**src/rtl/exec_pkg.sv**
```systemverilog
// exec_pkg: shared run-control definitions.
//   exec_state_e   : run-control state, encodings HOLD=0 RUN=1 STEP=2 HALTED=3 BREAK=4
//   EXEC_STATE_W   : width of the encoded state (3)
//   exec_is_halted : true for HALTED or BREAK
package exec_pkg;

  localparam int unsigned EXEC_STATE_W = 3;

  typedef enum logic [EXEC_STATE_W-1:0] {
    EXEC_HOLD   = 3'd0,
    EXEC_RUN    = 3'd1,
    EXEC_STEP   = 3'd2,
    EXEC_HALTED = 3'd3,
    EXEC_BREAK  = 3'd4
  } exec_state_e;

  function automatic logic exec_is_halted(input exec_state_e s);
    return (s == EXEC_HALTED) || (s == EXEC_BREAK);
  endfunction

endpackage

```
**src/rtl/exec_retire_counter.sv**
```systemverilog
// exec_retire_counter: saturating retired-instruction counter.
//   clk   : clock
//   rst_n : asynchronous active-low reset (count -> 0)
//   clr   : synchronous clear, wins over en
//   en    : count one retire; holds at all-ones
//   count : current count
module exec_retire_counter #(
  parameter int unsigned CNT_WIDTH = 32
) (
  input  logic                 clk,
  input  logic                 rst_n,
  input  logic                 clr,
  input  logic                 en,
  output logic [CNT_WIDTH-1:0] count
);

  always_ff @(posedge clk or negedge rst_n) begin
    if (!rst_n) begin
      count <= '0;
    end else if (clr) begin
      count <= '0;
    end else if (en && (count != '1)) begin
      count <= count + CNT_WIDTH'(1);
    end
  end

endmodule

```
**src/rtl/exec_controller.sv**
```systemverilog
// exec_controller: run-control sequencer for the single-cycle core.
// Owns the core clock-enable and core reset: power-on reset hold, free-run,
// single-step, HALT-instruction stop, debug stop and optional PC breakpoint.
// Optional feature macro: EXEC_BP_EN (breakpoint compare); when undefined the
// breakpoint ports are present but ignored and BREAK is unreachable.
//   clk_pi / reset_n_pi       : clock, async active-low reset
//   tick_en_pi                : base enable from clock divider
//   pc_pi                     : current PC
//   halt_cmd_pi / rst_cmd_pi  : decoder HALT / RST instruction flags
//   run/step/stop_req_pi      : debug request pulses
//   bp_valid_pi / bp_addr_pi  : breakpoint arm and address
//   cpu_clk_en_po             : enable to PC, regfile, data memory
//   core_reset_po             : active-high reset to PC, regfile, data memory
//   state_po / halted_po      : encoded state, HALTED-or-BREAK flag
//   retired_cnt_po            : saturating retired-instruction count
module exec_controller
  import exec_pkg::*;
#(
  parameter int unsigned PC_WIDTH          = 16,
  parameter int unsigned CNT_WIDTH         = 32,
  parameter int unsigned RESET_HOLD_CYCLES = 4,
  parameter bit          AUTO_RUN          = 1'b1
) (
  input  logic                    clk_pi,
  input  logic                    reset_n_pi,
  input  logic                    tick_en_pi,
  input  logic [PC_WIDTH-1:0]     pc_pi,
  input  logic                    halt_cmd_pi,
  input  logic                    rst_cmd_pi,
  input  logic                    run_req_pi,
  input  logic                    step_req_pi,
  input  logic                    stop_req_pi,
  input  logic                    bp_valid_pi,
  input  logic [PC_WIDTH-1:0]     bp_addr_pi,
  output logic                    cpu_clk_en_po,
  output logic                    core_reset_po,
  output logic [EXEC_STATE_W-1:0] state_po,
  output logic                    halted_po,
  output logic [CNT_WIDTH-1:0]    retired_cnt_po
);

  localparam int unsigned HOLD_W =
    (RESET_HOLD_CYCLES > 1) ? $clog2(RESET_HOLD_CYCLES) : 1;
  localparam logic [HOLD_W-1:0] HOLD_LOAD = HOLD_W'(RESET_HOLD_CYCLES - 1);

  exec_state_e       state;
  logic [HOLD_W-1:0] hold_cnt;
  logic              skip_bp;
  logic              bp_hit;
  logic              executing;
  logic              go_hold;
  logic              cnt_clr;

`ifdef EXEC_BP_EN
  assign bp_hit = bp_valid_pi && (pc_pi == bp_addr_pi) && !skip_bp &&
                  (state == EXEC_RUN);
`else
  logic unused_bp;
  assign unused_bp = ^{bp_valid_pi, bp_addr_pi, pc_pi, skip_bp};
  assign bp_hit    = 1'b0;
`endif

  assign executing     = (state == EXEC_RUN) || (state == EXEC_STEP);
  assign cpu_clk_en_po = tick_en_pi && executing && !halt_cmd_pi && !bp_hit;

  // RST instruction taken this clock (lower priority than stop and HALT).
  assign go_hold = executing && rst_cmd_pi && tick_en_pi &&
                   !stop_req_pi && !halt_cmd_pi;

  // Counter clears on the RST edge as well so it reads 0 throughout HOLD.
  assign cnt_clr = (state == EXEC_HOLD) || go_hold;

  assign core_reset_po = (state == EXEC_HOLD);
  assign state_po      = state;
  assign halted_po     = exec_is_halted(state);

  always_ff @(posedge clk_pi or negedge reset_n_pi) begin
    if (!reset_n_pi) begin
      state    <= EXEC_HOLD;
      hold_cnt <= HOLD_LOAD;
      skip_bp  <= 1'b0;
    end else begin
      if (cpu_clk_en_po) begin
        skip_bp <= 1'b0;
      end
      unique case (state)
        EXEC_HOLD: begin
          if (hold_cnt == '0) begin
            state <= AUTO_RUN ? EXEC_RUN : EXEC_HALTED;
          end else begin
            hold_cnt <= hold_cnt - HOLD_W'(1);
          end
        end
        EXEC_RUN: begin
          if (stop_req_pi || halt_cmd_pi) begin
            state <= EXEC_HALTED;
          end else if (go_hold) begin
            state    <= EXEC_HOLD;
            hold_cnt <= HOLD_LOAD;
          end else if (bp_hit) begin
            state <= EXEC_BREAK;
          end
        end
        EXEC_STEP: begin
          if (stop_req_pi || halt_cmd_pi) begin
            state <= EXEC_HALTED;
          end else if (go_hold) begin
            state    <= EXEC_HOLD;
            hold_cnt <= HOLD_LOAD;
          end else if (tick_en_pi) begin
            state <= EXEC_HALTED;
          end
        end
        EXEC_HALTED, EXEC_BREAK: begin
          if (!halt_cmd_pi) begin
            if (step_req_pi) begin
              state   <= EXEC_STEP;
              skip_bp <= 1'b1;
            end else if (run_req_pi) begin
              state   <= EXEC_RUN;
              skip_bp <= 1'b1;
            end
          end
        end
        default: begin
          state    <= EXEC_HOLD;
          hold_cnt <= HOLD_LOAD;
        end
      endcase
    end
  end

  exec_retire_counter #(
    .CNT_WIDTH(CNT_WIDTH)
  ) u_retire_cnt (
    .clk   (clk_pi),
    .rst_n (reset_n_pi),
    .clr   (cnt_clr),
    .en    (cpu_clk_en_po),
    .count (retired_cnt_po)
  );

endmodule

```
**config.mk**
```make
export PLATFORM = sky130hd
export DESIGN_NAME = exec_controller
export DESIGN_NICKNAME = d
export VERILOG_FILES = /design/src/rtl/exec_pkg.sv /design/src/rtl/exec_retire_counter.sv /design/src/rtl/exec_controller.sv
export SDC_FILE = /design/constraint.sdc
export NUM_CORES = 1
export LEC_CHECK = 0
export ABC_AREA = 1
export CAP_MARGIN = 30
export CORE_ASPECT_RATIO = 1.75
export CORE_MARGIN = 4
export CORE_UTILIZATION = 40
export DETAILED_ROUTE_END_ITERATION = 8
export PLACE_DENSITY = 0.7
export SYNTH_ARGS = -nofsm -noshare
export SYNTH_HDL_FRONTEND = slang
export SYNTH_SLANG_ARGS = --single-unit
```
**constraint.sdc**
```tcl
create_clock -name clk_pi -period 2.6 [get_ports clk_pi]
set_clock_uncertainty 0.15 [all_clocks]
set_input_delay 0.39 -clock clk_pi [delete_from_list [all_inputs] [get_ports clk_pi]]
set_output_delay 0.39 -clock clk_pi [all_outputs]
set_load 0.01 [all_outputs]
```
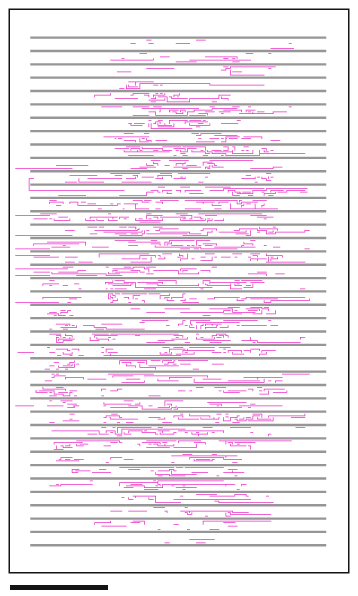
Run 1: signal wires on met1
Bar = 20 um. Supply wires on this layer in grey.
- share of all routed wire: 39%
- wire length on this layer: 2670 um
met1 track demand over resource: 0.211
via count: 2670
Total Wirelength: 6.94 mm

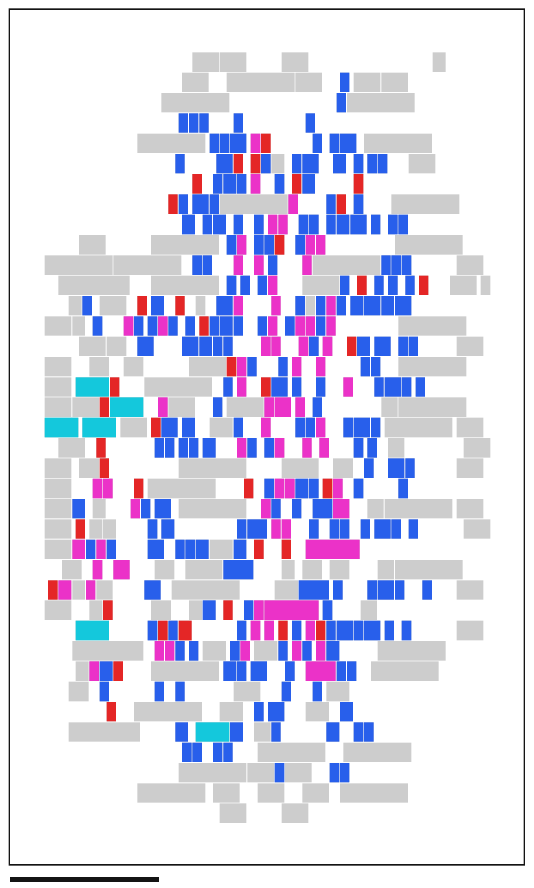
Run 1: logic cells by family
Bar = 20 um.
- inverters: red (cells 37; most used inv_1)
- NOR gates: magenta (cells 69; most used nor2_1)
- NAND gates: blue (cells 211; most used nand2_1)
- adder and majority cells: cyan (cells 6; most used ha_1; where left middle)
final instance count without filler cells: 528
combinational fraction of the cell area: 0.466
leading cell type in the layout, fill and taps excluded: nand2_1

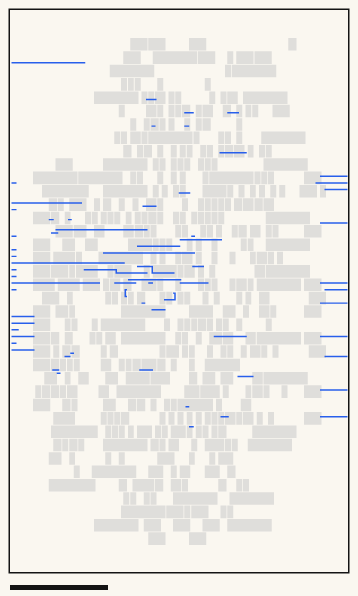
Run 1: metal 3
Bar = 20 um.
- longest straight run: 22.8 um
- wire length on this layer: 293 um
- nets with wire on the layer: 49
met3 routing resource usage after global routing: 0.0324

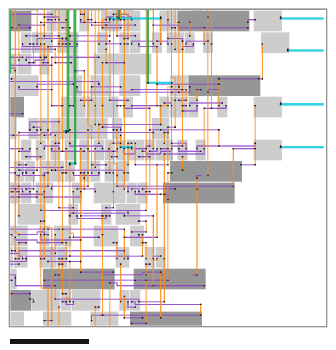
Run 1: zoomed window
Bar = 10 um. Region (29, 9) to (69, 49) um. Cells in grey, sequential cells in the stronger grey; small squares are vias.
- met3: cyan
- met4: green
- met2: orange
- met1: purple
- netlist names of flops here include: u_retire_cnt.count (7)
- cells with their middle in the window: 101
- sequential cells in the window: 7
- most frequent: nand2_1 (38), nor2_1 (10), clkdlybuf4s50_1 (9)

==> run notes, run 1 <==
Figures from the flow reports.

Flow run:
- The run gives the number of violations of the max-capacitance limit as 0.

Finish:
- The run gives the combinational gate area as between 0.001 and 0.0015 mm^2.
- In the layout the commonest cells are nand2_1, nor2_1, clkdlybuf4s50_1.
- The run puts the growth of design area from synthesis to finish at 24.0%.
- The run puts the total inserted antenna cells at 0.

Detailed routing:
- The run gives the count of unresolved DRC violations after routing as 0.
- Per the detail_route report, vias per standard cell equal slightly above 5.
- The run puts the per-cell routed wire length at between 10 and 15 um.

Yosys:
- The synthesized design contains 36 register bits.
- The run puts the number of cells in Yosys stat at approximately 400.
- Per the post-synthesis report, the nets total approximately 440.
- The run puts the post-synthesis cell type count at 35.

Pwr:
- The power report attributes to the sequential group a share of 0.357.
- The run puts the net switching power at around 0.73 mW.
- Of the total power, combinational logic draws 0.431.

GRT:
- Entering global routing, the biggest net connects 37 pins.

Worst setup path:
- The run gives the critical path required time as 2060 ps.
- The report lists the cells along the critical path as inv_1 > ha_1 > nand2_1 > nor2_1 > clkdlybuf4s50_1.
- The run puts the reg-to-reg setup timing slack at ~380 ps.

Outcome:
- The run finished with clean final reports.
[run 1: through the flow]
| step | hold slack [ps] | cell area, um^2 | utilization |
|---|---|---|---|
| floorplan | -55.6 | 2590 | - |
| global placement | 340 | 3110 | 0.500 |
| detailed placement | 359 | 3110 | 0.500 |
| CTS | 68.5 | 3190 | 0.513 |
| global route | 99.0 | 3210 | 0.515 |
| finish | 44.4 | 3210 | 0.515 |
[run 1: cell usage after synthesis]
library cell	n	share of area
nor2_1	61	0.088
nand2_1	154	0.22
nand4_1	23	0.056
o21a_1	1	0.0029
or2_2	6	0.015
buf_4	1	0.0029
a21oi_2	1	0.0034
buf_1	2	0.0029
a211oi_1	1	0.0029
clkinv_2	1	0.0019
nand2_2	3	0.0073
nand3_1	27	0.052
dfrtp_1	34	0.33
buf_2	1	0.0019
dfstp_2	2	0.020
nand2_4	2	0.0087
a21oi_1	2	0.0039
nor2_4	1	0.0043
conb_1	1	0.0014
inv_1	35	0.051
buf_6	2	0.0087
xnor2_1	3	0.010
o21ai_1	1	0.0019
nand3b_1	2	0.0058
ha_1	6	0.029
nor2_2	3	0.0073
clkbuf_1	2	0.0029
inv_2	1	0.0014
o21bai_1	1	0.0029
xor2_1	4	0.014
nor3_1	2	0.0039
a22oi_1	1	0.0029
o22ai_1	1	0.0024
nor2_8	2	0.015
o21ai_0	7	0.014
[run 1: per-layer routing]
| layer | vias up | wire length [um] |
|---|---|---|
| met2 | 80 | 3560 |
| met4 | 0 | 409 |
| met5 | - | 0 |
| li1 | 1355 | - |
| met3 | 26 | 292 |
| met1 | 1209 | 2670 |
[run 1: worst max-delay path: cells and delay by family (launching register included)]
family	cells	cell delay, ps
adder cells (fa/ha/maj)	1	320
flip-flops	1	410
AND/OR/NAND/NOR	2	220
buffers and inverters	2	650
[run 1: what timing repair did]
action | 4_1_cts | 5_1_grt
gates resized | 0 | 1
setup endpoints to repair | 0 | 1
setup buffers | 0 | 2
[run 1: power groups by stage]
stage               clock network, mW  registers, mW  logic [mW]
global placement                    0          0.655       0.747
finish                          0.383          0.645       0.779
detailed placement                  0          0.656       0.761
CTS                             0.397          0.646       0.766
floorplan                           0          0.660       0.497
global route                    0.421          0.653       0.866
[run 1: logic make-up (layout without fill, tap and decap cells)]
family,Yosys count,after routing,synth area share
other cells,1,1,0.00145
fa+ha+maj,6,6,0.0290
buf+inv,45,96,0.0735
compound gates,16,16,0.0367
flops,36,36,0.349
xor+xnor,7,7,0.0237
simple gates,286,286,0.487
[run 1: state kept, by name, indices dropped and copies added, names as in the netlist]
signal              flops
u_retire_cnt.count     32
hold_cnt                2
state_po                2
[run 1: cell type report]
class | instances | share of cell area
multi-input cells | 316 | 0.466
inverters | 37 | 0.0437
repair buffers | 51 | 0.152
clock inverters | 1 | 0.00156
clock buffers | 7 | 0.0238
well taps | 80 | 0.0312
flip-flops and latches | 36 | 0.282
==> inputs of run 2 (changes only) <==
Settings changed: CTS_CLUSTER_DIAMETER from default to 40.
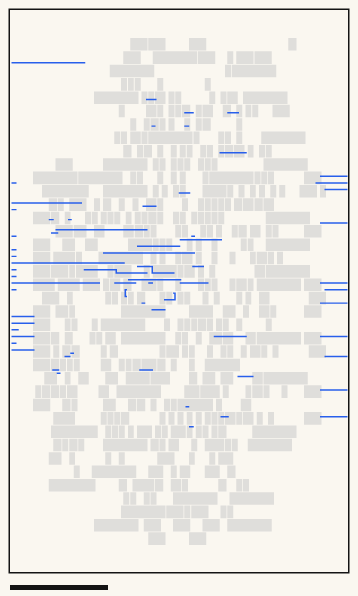
Run 2: metal 3
Bar = 20 um.
- wire length on this layer: 293 um
- nets with wire on the layer: 49
- main direction: horizontal
- longest straight run: 22.8 um

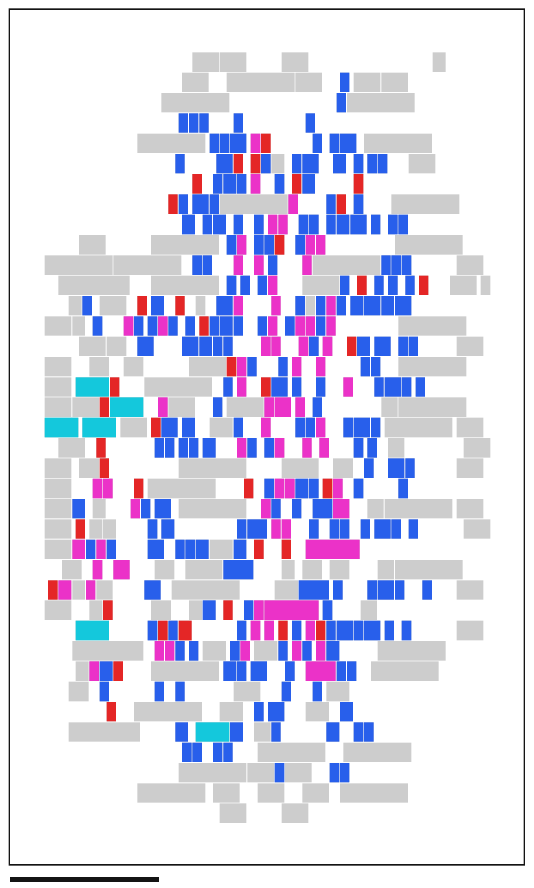
Run 2: logic cells by family
Bar = 20 um.
- adder and majority cells: cyan (cells 6; most used ha_1; where left middle)
- NAND gates: blue (cells 211; most used nand2_1)
- inverters: red (cells 37; most used inv_1)
- NOR gates: magenta (cells 69; most used nor2_1)

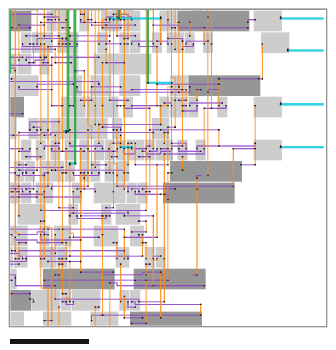
Run 2: zoomed window
Bar = 10 um. Region (29, 9) to (69, 49) um. Cells in grey, sequential cells in the stronger grey; small squares are vias.

==> run 2 against run 1 <==
  * First-iteration DRC count stayed put
  * Routed wire length stayed put
  * Sequential power hardly changed
  * Cell count stayed put
  * Critical path depth stayed put
  * Synthesized area stayed put
  * Critical path type unchanged
  * Largest power group unchanged
  * Highest routed layer unchanged
==> run notes, run 2 <==
Figures from the flow reports.

Yosys:
- Cells taking the most area after synthesis: dfrtp_1, nand2_1, nor2_1 (unchanged).
- The run gives the most used flip-flop cell as dfrtp_1 (unchanged).
- The count of flip-flops with a built-in enable after synthesis is 0 (unchanged).
- The net count after synthesis came to 444 (unchanged).
- The async set or reset register ratio after synthesis was 1.00 (unchanged).
- The fraction of synthesized cell area taken by the top area cell type is 0.329 (unchanged).
- The biggest area consumer among synthesized cells is dfrtp_1 (unchanged).
- The most instantiated library cell after synthesis was nand2_1 (unchanged).
- The run puts the post-synthesis cell type count at 35 (unchanged).
- The total of flip-flops plus latches after synthesis is 36 (unchanged).
- The run puts the number of cells in Yosys stat at 397 (unchanged).

GRT:
- The run gives the met1 usage in global routing as 0.211 (unchanged).
- The met3 track demand over resource came to 0.0324 (unchanged).

Worst setup path:
- The kind of critical path is reg2out (unchanged).
- The type of origin of the critical path is a flip-flop (unchanged).
- The critical path required time is 2060 ps (about the same).

Detailed routing:
- The run puts the per-cell routed wire length at 13.1 um (unchanged).
- The run gives the count of unresolved DRC violations after routing as 0 (unchanged).
- The run gives the total routed wirelength as 6.94 mm (unchanged).
- The run puts the first-pass iteration count of the detailed router at 4 (unchanged).
- The run puts the total via count in the routed design at 2670 (unchanged).
- The average vias per placed instance is 5.06 (unchanged).

STA:
- The run puts the ratio of final minimum period to clock period at 0.936 (unchanged).
- The run gives the highest clock frequency the design can meet as 0.411 GHz (unchanged).

Finish:
- The run gives the total inserted antenna cells as 0 (unchanged).
- The run gives the commonest non-fill, non-tap cell in the layout as nand2_1 (unchanged).
- The run puts the count of non-filler cells in the finished layout at 528 (unchanged).
- The register name with the most flops is u_retire_cnt.count (unchanged).
- The run gives the area of all placed cells without fillers as 0.00321 mm^2 (unchanged).
- The growth of design area from synthesis to finish is 24.0% (unchanged).

Outcome:
- Result of the run: complete, no violations (unchanged).

Floorplanning:
- The run gives the number of cell rows as 38 (unchanged).

Flow run:
- The run puts the number of violations of the max-capacitance limit at 0 (unchanged).
run 2: cell counts after synthesis:
Identical to the previous run, type by type.
run 2: power by group:
part,switching [mW],leakage (nW),internal (mW),total [mW]
Combinational,0.503,0.966,0.276,0.779
Sequential,0.0357,0.490,0.609,0.645
Clock,0.195,0.0422,0.188,0.383
Total,0.734,1.50,1.07,1.81
run 2: final timing paths:
| kind | from | end | slack (ps) |
|---|---|---|---|
| max | state_po[0] | cpu_clk_en_po | 170 |
| max in group asynchronous | reset_n_pi | state_po[1] | 1690 |
| min | reset_n_pi | u_retire_cnt.count[24] | 40 |
| min reg2reg | hold_cnt[1] | hold_cnt[1] | 370 |
| min in group clk_pi | hold_cnt[1] | hold_cnt[1] | 370 |
| max reg2reg | state_po[0] | u_retire_cnt.count[25] | 380 |
run 2: area by class of cell:
type | count | area [um^2] | area share
clock buffers | 7 | 76.3 | 0.0238
flip-flops and latches | 36 | 905 | 0.282
repair buffers | 51 | 488 | 0.152
multi-input cells | 316 | 1500 | 0.466
clock inverters | 1 | 5.00 | 0.00156
inverters | 37 | 140 | 0.0437
well taps | 80 | 100 | 0.0312
run 2: logic make-up after synthesis:
family | synth area share
adders and majority gates | 0.0290
other | 0.00145
xor gates and xnor gates | 0.0237
buffers and inverters | 0.0735
and+or+nand+nor | 0.487
DFF | 0.349
AOI/OAI and AO/OA | 0.0367
run 2: critical path, cell delays in order, from the launching register on:
cell and delay (ps):
dfrtp_1 410, inv_1 80, ha_1 320, nand2_1 60, nor2_1 160, clkdlybuf4s50_1 570
run 2: through the flow:
step | hold WS (ps) | setup WS, ps | utilization | total power [mW]
2_1_floorplan | -55.6 | 625 | - | 1.16
3_3_place_gp | 340 | 299 | 0.500 | 1.40
3_5_place_dp | 359 | 241 | 0.500 | 1.42
4_1_cts | 68.5 | 99.2 | 0.513 | 1.81
5_1_grt | 99.0 | 3.40 | 0.515 | 1.94
6_report | 44.4 | 166 | 0.515 | 1.81
run 2: repair_timing:
| action | in CTS | in global routing |
|---|---|---|
| resized | 0 | 1 |
| buffers inserted | 0 | 2 |
| endpoints found under the setup margin | 0 | 1 |
run 2: routing by layer:
metal | up-vias | routed length [um] | part of all wire
met5 | - | 0 | 0
met4 | 0 | 409 | 0.059
met3 | 26 | 292 | 0.042
met2 | 80 | 3560 | 0.51
met1 | 1209 | 2670 | 0.39
li1 | 1355 | - | -
==> inputs of run 3 (changes only) <==
Settings changed: TNS_END_PERCENT from default to 100.
Clock period 2.6 ns to 2.5 ns, I/O delays scaled along.
==> run 3 against run 2 <==
  * Largest cell class unchanged
  * Register-to-register slack lost 70 ps
  * Setup slack improved by 150 ps
  * Global-route usage increased by 0.13 points
  * Power rose by 3.0%
  * Largest power group unchanged
  * Sequential power grew 4.5%
  * Critical path type is now reg2reg
  * Synthesized area stayed put
  * Sequential cell count unchanged
  * First-iteration DRC count decreased by 19%
  * Combinational power barely moved
==> run notes, run 3 <==
Figures from the flow reports.

Outcome:
- Result of the run: complete, no violations (unchanged).

GRT:
- The run puts the pin count of the biggest net entering global routing at 37 (unchanged).

STA:
- The run gives the final hold slack as 13.3 ps (was 44.4 ps).
- Per the timing report, the achievable frequency comes out to around 0.46 GHz.

Worst setup path:
- The dominant delay contributor by cell family on the critical path was buffers and inverters (unchanged).
- The run puts the total buffers and inverters traversed by the critical path at 3 (was 2).
- The kind of critical path is reg2reg (was reg2out).
- The run puts the critical path required time at 2540 ps (was 2060 ps).
- Ordered list of cells on the worst path: inv_1 > ha_1 > nand2_1 > nor2_1 > buf_4 > nand2_2 > nand2_2 > clkinv_2 > nand2_1 > nand2_1 (was inv_1 > ha_1 > nand2_1 > nor2_1 > clkdlybuf4s50_1).
- The cell with the biggest individual delay on the critical path is dfrtp_1 (was clkdlybuf4s50_1).

Yosys:
- The number of cells in Yosys stat is 397 (unchanged).
- Cells taking the most area after synthesis: dfrtp_1, nand2_1, nor2_1 (unchanged).
- The run gives the total of flip-flops plus latches after synthesis as 36 (unchanged).
- The run gives the fraction of synthesized cell area taken by the top area cell type as 0.329 (unchanged).
- Most used standard cells in the synthesized netlist: nand2_1, nor2_1, inv_1 (unchanged).
- The run puts the net count after synthesis at 444 (unchanged).
- The run gives the async set or reset register ratio after synthesis as 1.00 (unchanged).
- The count of flip-flops with a built-in enable after synthesis is 0 (unchanged).

Finish:
- The register name with the most flops is u_retire_cnt.count (unchanged).
- The combinational gate area is 0.00150 mm^2 (unchanged).
- The run gives the area taken by flip-flops and latches as 905 um^2 (unchanged).
- Commonest non-fill, non-tap cells in the layout: nand2_1, nor2_1, clkdlybuf4s50_1 (unchanged).
- The commonest non-fill, non-tap cell in the layout is nand2_1 (unchanged).

Detailed routing:
- The run puts the average vias per placed instance at 4.93 (was 5.06).
- The run puts the per-cell routed wire length at 13.1 um (about the same).
- The run puts the count of unresolved DRC violations after routing at 0 (unchanged).
- The total routed wirelength came to 6.87 mm (was 6.94 mm).

Flow run:
- The run gives the number of violations of the max-capacitance limit as 0 (unchanged).

Pwr:
- The run puts the part of the total power dissipated in combinational logic at 0.419 (was 0.431).
- The run gives the switching portion of total power as 0.412 (was 0.406).
- The run puts the net switching power at 0.766 mW (was 0.734 mW).
- The run puts the power after layout at 1.86 mW (was 1.81 mW).

Floorplanning:
- The run puts the number of cell rows at 38 (unchanged).

CTS:
- The run gives the post-CTS repair timing setup buffer count as 0 (unchanged).
## run 3: cell families after synthesis
group / Yosys count / share of synthesized area
compound gates: 16 / 0.0367
xor+xnor: 7 / 0.0237
fa+ha+maj: 6 / 0.0290
buf+inv: 45 / 0.0735
flops: 36 / 0.349
other cells: 1 / 0.00145
simple gates: 286 / 0.487
## run 3: power by group through the flow
stage                     Combinational, mW  Clock (mW)  Sequential (mW)
after floorplan                       0.517           0            0.686
after global placement                0.775           0            0.681
after detailed placement              0.792           0            0.683
after CTS                             0.797       0.419            0.673
after global routing                  0.878       0.438            0.682
final                                 0.780       0.407            0.674
## run 3: per-layer routing
layer	share of wire	track usage
met1	0.38	0.191
met2	0.55	0.362
met3	0.038	0.0413
met4	0.035	0.116
met5	0	0
## run 3: final cells by class
cell class / count / area share
clock buffer: 7 / 0.0239
tap: 80 / 0.0313
sequential: 36 / 0.283
multi-input combinational: 316 / 0.468
clock inverter: 1 / 0.00157
inverter: 37 / 0.0438
timing repair buffer: 49 / 0.149
## run 3: stage by stage
stage	instance area (um^2)	util	setup WS, ps
3_5_place_dp	3110	0.500	207
2_1_floorplan	2590	-	525
3_3_place_gp	3110	0.500	209
4_1_cts	3190	0.513	47.4
5_1_grt	3200	0.513	104
6_report	3200	0.513	311
## run 3: final timing paths
check,start,endpoint,slack [ps],cells past startpoint
worst max-delay path,state_po[0],u_retire_cnt.count[25],310,10
worst min-delay path,reset_n_pi,u_retire_cnt.count[24],10,1
worst max register to register,state_po[0],u_retire_cnt.count[25],310,10
worst min register to register,hold_cnt[1],hold_cnt[1],370,2
max in group asynchronous,reset_n_pi,state_po[1],1630,1
min in group clk_pi,hold_cnt[1],hold_cnt[1],370,2
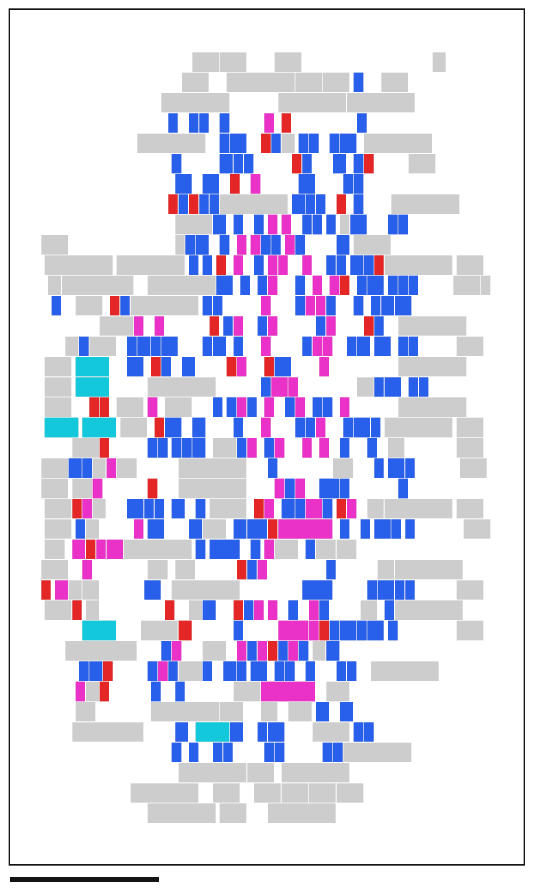
Run 3: logic cells by family
Bar = 20 um.
- inverters: red (cells 37; most used inv_1)
- NAND gates: blue (cells 211; most used nand2_1)
- NOR gates: magenta (cells 69; most used nor2_1; where middle)
- adder and majority cells: cyan (cells 6; most used ha_1; where left middle)
combinational fraction of the cell area: 0.468
final instance count without filler cells: 526

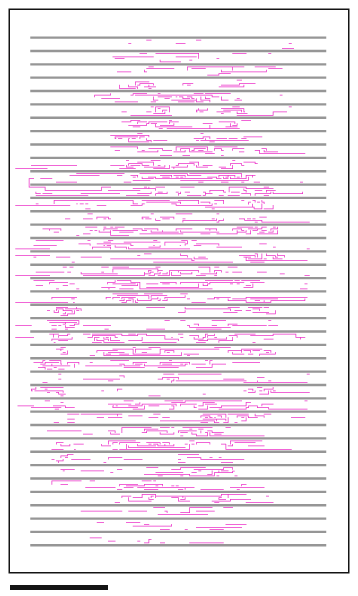
Run 3: signal wires on met1
Bar = 20 um. Supply wires on this layer in grey.
- nets with wire on the layer: 400
- main direction: horizontal
via count: 2591
met1 track demand over resource: 0.191

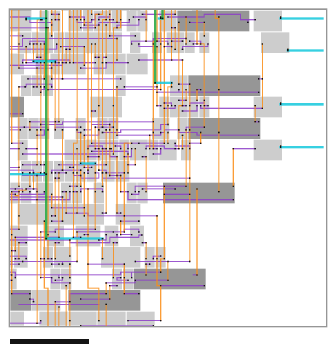
Run 3: zoomed window
Bar = 10 um. Region (29, 9) to (69, 49) um. Cells in grey, sequential cells in the stronger grey; small squares are vias.
- met1: purple
- met2: orange
- met4: green
- met3: cyan
- sequential cells in the window: 6
- netlist names of flops here include: u_retire_cnt.count (6)
- cells with their middle in the window: 104
- most frequent: nand2_1 (38), nor2_1 (11), clkdlybuf4s50_1 (10)

Power figures rest on the tool's default switching activity, not on a simulated workload.
